===== src/rtl/pow_pkg.sv =====
// Shared types and defaults for the proof-of-work nonce search controller.
package pow_pkg;

  localparam int unsigned DefHashBytes = 4;
  localparam int unsigned DefNonceW    = 16;

  typedef enum logic [1:0] {
    StIdle,
    StIssue,
    StRecv,
    StDecide
  } pow_state_e;

  // Running result of the MSB-first bytewise hash-vs-target comparison.
  typedef enum logic [1:0] {
    CmpEq,
    CmpLt,
    CmpGt
  } cmp_state_e;

  // Byte-index counter width; a one-byte hash still needs a 1-bit counter.
  function automatic int unsigned idx_width(input int unsigned n);
    return (n > 1) ? $clog2(n) : 1;
  endfunction

endpackage


===== src/rtl/eightBit_comparator.sv =====
// 8-bit magnitude comparator: exactly one of g/e/l is high for any a, b.
module eightBit_comparator (
  input  logic [7:0] a,
  input  logic [7:0] b,
  output logic       g,
  output logic       e,
  output logic       l
);

  assign g = (a > b);
  assign e = (a == b);
  assign l = (a < b);

endmodule


===== src/rtl/pow_nonce_search.sv =====
// Proof-of-work nonce search: issues nonces, compares returned hash bytes to a latched target.
// Build option POW_TARGET_LE_EN: a hash equal to the target also counts as success.
module pow_nonce_search
  import pow_pkg::*;
#(
  parameter int unsigned HASH_BYTES = DefHashBytes,
  parameter int unsigned NONCE_W    = DefNonceW
) (
  input  logic                    clk,
  input  logic                    rst_n,
  input  logic                    start,
  input  logic [HASH_BYTES*8-1:0] target,
  input  logic [NONCE_W-1:0]      nonce_base,
  input  logic [NONCE_W-1:0]      nonce_limit,
  output logic                    hreq_valid,
  input  logic                    hreq_ready,
  output logic [NONCE_W-1:0]      hreq_nonce,
  input  logic                    hb_valid,
  input  logic [7:0]              hb_data,
  output logic                    hb_ready,
  output logic                    busy,
  output logic                    done,
  output logic                    found,
  output logic                    exhausted,
  output logic [NONCE_W-1:0]      result_nonce
);

  localparam int unsigned IdxW = idx_width(HASH_BYTES);
  localparam int unsigned TgtW = HASH_BYTES * 8;
  localparam logic [IdxW-1:0] LastIdx = IdxW'(HASH_BYTES - 1);

  pow_state_e        state_q;
  cmp_state_e        cmp_q;
  cmp_state_e        cmp_next;
  logic [TgtW-1:0]   target_q;
  logic [NONCE_W-1:0] limit_q;
  logic [NONCE_W-1:0] nonce_q;
  logic [IdxW-1:0]   byte_idx_q;
  logic [7:0]        tgt_byte;
  logic              cmp_gt;
  logic              cmp_eq;
  logic              cmp_lt;
  logic              pass;

  assign hreq_nonce = nonce_q;

  // Target byte aligned with the incoming hash byte (MSB byte arrives first).
  always_comb begin
    tgt_byte = '0;
    for (int unsigned i = 0; i < HASH_BYTES; i++) begin
      if (byte_idx_q == IdxW'(i)) begin
        tgt_byte = target_q[(HASH_BYTES-1-i)*8 +: 8];
      end
    end
  end

  eightBit_comparator u_cmp (
    .a (hb_data),
    .b (tgt_byte),
    .g (cmp_gt),
    .e (cmp_eq),
    .l (cmp_lt)
  );

  // Only the first differing byte decides; once LT/GT the result is frozen.
  always_comb begin
    cmp_next = cmp_q;
    if (cmp_q == CmpEq) begin
      case ({cmp_gt, cmp_eq, cmp_lt})
        3'b100:  cmp_next = CmpGt;
        3'b001:  cmp_next = CmpLt;
        default: cmp_next = cmp_q;
      endcase
    end
  end

`ifdef POW_TARGET_LE_EN
  assign pass = (cmp_q != CmpGt);
`else
  assign pass = (cmp_q == CmpLt);
`endif

  always_ff @(posedge clk or negedge rst_n) begin
    if (!rst_n) begin
      state_q      <= StIdle;
      cmp_q        <= CmpEq;
      target_q     <= '0;
      limit_q      <= '0;
      nonce_q      <= '0;
      byte_idx_q   <= '0;
      hreq_valid   <= 1'b0;
      hb_ready     <= 1'b0;
      busy         <= 1'b0;
      done         <= 1'b0;
      found        <= 1'b0;
      exhausted    <= 1'b0;
      result_nonce <= '0;
    end else begin
      done <= 1'b0;
      case (state_q)
        StIdle: begin
          if (start) begin
            target_q   <= target;
            limit_q    <= nonce_limit;
            nonce_q    <= nonce_base;
            found      <= 1'b0;
            exhausted  <= 1'b0;
            busy       <= 1'b1;
            hreq_valid <= 1'b1;
            state_q    <= StIssue;
          end
        end
        StIssue: begin
          if (hreq_valid && hreq_ready) begin
            hreq_valid <= 1'b0;
            hb_ready   <= 1'b1;
            byte_idx_q <= '0;
            cmp_q      <= CmpEq;
            state_q    <= StRecv;
          end
        end
        StRecv: begin
          if (hb_valid && hb_ready) begin
            cmp_q <= cmp_next;
            if (byte_idx_q == LastIdx) begin
              hb_ready <= 1'b0;
              state_q  <= StDecide;
            end else begin
              byte_idx_q <= byte_idx_q + IdxW'(1);
            end
          end
        end
        StDecide: begin
          if (pass) begin
            found        <= 1'b1;
            result_nonce <= nonce_q;
            done         <= 1'b1;
            busy         <= 1'b0;
            state_q      <= StIdle;
          end else if (nonce_q == limit_q) begin
            exhausted <= 1'b1;
            done      <= 1'b1;
            busy      <= 1'b0;
            state_q   <= StIdle;
          end else begin
            // Wraps modulo 2^NONCE_W, so limit below base sweeps through zero.
            nonce_q    <= nonce_q + NONCE_W'(1);
            hreq_valid <= 1'b1;
            state_q    <= StIssue;
          end
        end
        default: state_q <= StIdle;
      endcase
    end
  end

endmodule


===== config.mk =====
export PLATFORM = sky130hd
export DESIGN_NAME = pow_nonce_search
export DESIGN_NICKNAME = d
export VERILOG_FILES = /design/src/rtl/pow_pkg.sv /design/src/rtl/eightBit_comparator.sv /design/src/rtl/pow_nonce_search.sv
export SDC_FILE = /design/constraint.sdc
export NUM_CORES = 1
export LEC_CHECK = 0
export CAP_MARGIN = 20
export CORE_UTILIZATION = 54
export CTS_CLUSTER_SIZE = 14
export DETAILED_ROUTE_END_ITERATION = 6
export HOLD_SLACK_MARGIN = 0.05
export PLACE_DENSITY_LB_ADDON = 0.2
export SLEW_MARGIN = 5
export SYNTH_ARGS = -nofsm -noshare
export SYNTH_HDL_FRONTEND = slang
export SYNTH_SLANG_ARGS = --single-unit
export TNS_END_PERCENT = 10

===== constraint.sdc =====
create_clock -name clk -period 6.6 [get_ports clk]
set_clock_uncertainty 0.05 [all_clocks]
set_input_delay 1.65 -clock clk [delete_from_list [all_inputs] [get_ports clk]]
set_output_delay 1.65 -clock clk [all_outputs]
set_load 0.01 [all_outputs]

### Cell area per tile

10 x 10 tiles, from white (low) to dark blue (high), 0 to 100% covered.
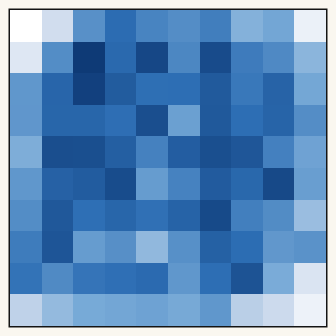
mean over tiles: 65%
fullest tile: 96%
tiles over 75% full: 38%
nearly empty tiles: 1.0%
final core area utilization: 71.1%
CORE AREA: 8680 um^2

### Routed clock nets over the placement

Bar = 20 um.
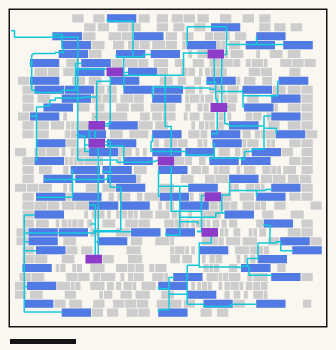
legend:
  blue:
    item: flip-flops
    count: 92
  purple:
    item: clock drivers
    count: 9
  cyan:
    item: clock wires
    length: 1130 um
routed clock nets: 10
flops lie: spread over the die
Clock power frac: 13.9%
latest clock arrival within the worst-skew pair: 370 ps
Clock group: 0.400 mW

==> flow_metrics.tcl <==
# collected from the flow reports
set metrics [dict create \
    cellLeakagePower_nw 2.58 \
    ys_cells 438 \
    cts_buffers 9 \
    hold_path.class "reg -> reg" \
    fp_util_pct 55.4 \
    cts_tree "built" \
    grt_pass1_vias 3637 \
    ir_drop_mv 0.184 \
    ant_nets 0 \
    setup_slack_ps 2640 \
    gp_congestion 0.909 \
    clockRootBuffer "clkbuf_8" \
    start_kind "input pin" \
    postSynthAreaPerCell_um2 11.0 \
    status "completed" \
    ys_types 48 \
    top_area_cell "dfrtp_1" \
    grt_pass1_wl_um 17600 \
    place_ws_ps 2310 \
    num_vias 3736 \
    xor_area_share_pct 3.07 \
    whs_endpoint "cmp_q[1]$_DFFE_PN0P_" \
    setup_viol_count_final 0 \
    cpMostUsedCell "o21ai_0" \
    cts_setup_buffers 0 \
    drv_cap 0 \
    ff_type "dfrtp_1" \
    hold_buffers 0 \
    hold_ws_ps 421 \
    hold_viol_final 0 \
    hold_start "cmp_q[0]$_DFFE_PN0P_" \
    crit_family "buffers and inverters" \
    worstSetupPathType "in -> reg" \
    ys_area_um2 4810 \
    grt.overflow.total 0 \
    finalCritPeriodShare_pct 59.9 \
    met2WireLength_um 5510 \
]
==> through the flow <==
step	util [%]	cell area (um^2)	total power [mW]
final	71.1	6170	2.87
after floorplan	-	4810	2.01
after global placement	68.6	5960	2.41
after detailed placement	68.6	5960	2.48
after CTS	71.1	6170	2.88
after global routing	71.1	6170	3.08
==> flip-flops by register name (all words and copies together) (netlist names) <==
register	count
busy	1
byte_idx_q	2
cmp_q	2
done	1
exhausted	1
found	1
hb_ready	1
hreq_nonce	16
hreq_valid	1
limit_q	16
result_nonce	16
state_q	2
target_q	32
==> area by class of cell <==
class	instances	area, um^2	share of cell area [%]
Sequential cell	92	2300	37.3
Tap cell	108	135	2.19
Timing Repair Buffer	117	1160	18.8
Clock inverter	5	60.1	0.974
Inverter	13	48.8	0.791
Multi-Input combinational cell	303	2310	37.4
Clock buffer	11	151	2.45
==> report_power, final <==
part           switching, mW  internal (mW)
Sequential             0.265          0.838
Combinational          0.631          0.734
Clock                  0.203          0.197
Total                   1.10           1.77
==> metal layers <==
layer  track usage (%)  vias to the layer above
met5                 0                        -
met2              42.4                      141
met3              5.40                       20
met1              33.0                     1814
li1                  -                     1761
met4              8.58                        0
==> cells in the mapped netlist (2+ instances only) <==
cell        n
mux2i_1     9
mux2_2     64
a21oi_1    19
a32o_1     13
buf_1       3
and3_1      4
inv_1      13
clkbuf_1   14
clkbuf_2    2
o2bb2ai_1   3
o22ai_1     2
a31oi_1     3
a21o_1      2
o21ai_0    17
nor2_1     27
xnor2_1    15
nand4_2     3
and2_1      2
o41ai_1     3
nand3_1    11
nor3_1      2
a2111oi_0   2
o31ai_1     6
buf_2       4
buf_4       5
dfrtp_1    92
nand2_1    50
buf_6       2
ha_1       17
a22o_1      4
nand4_1     8
Power is estimated from default activity; no workload was simulated.
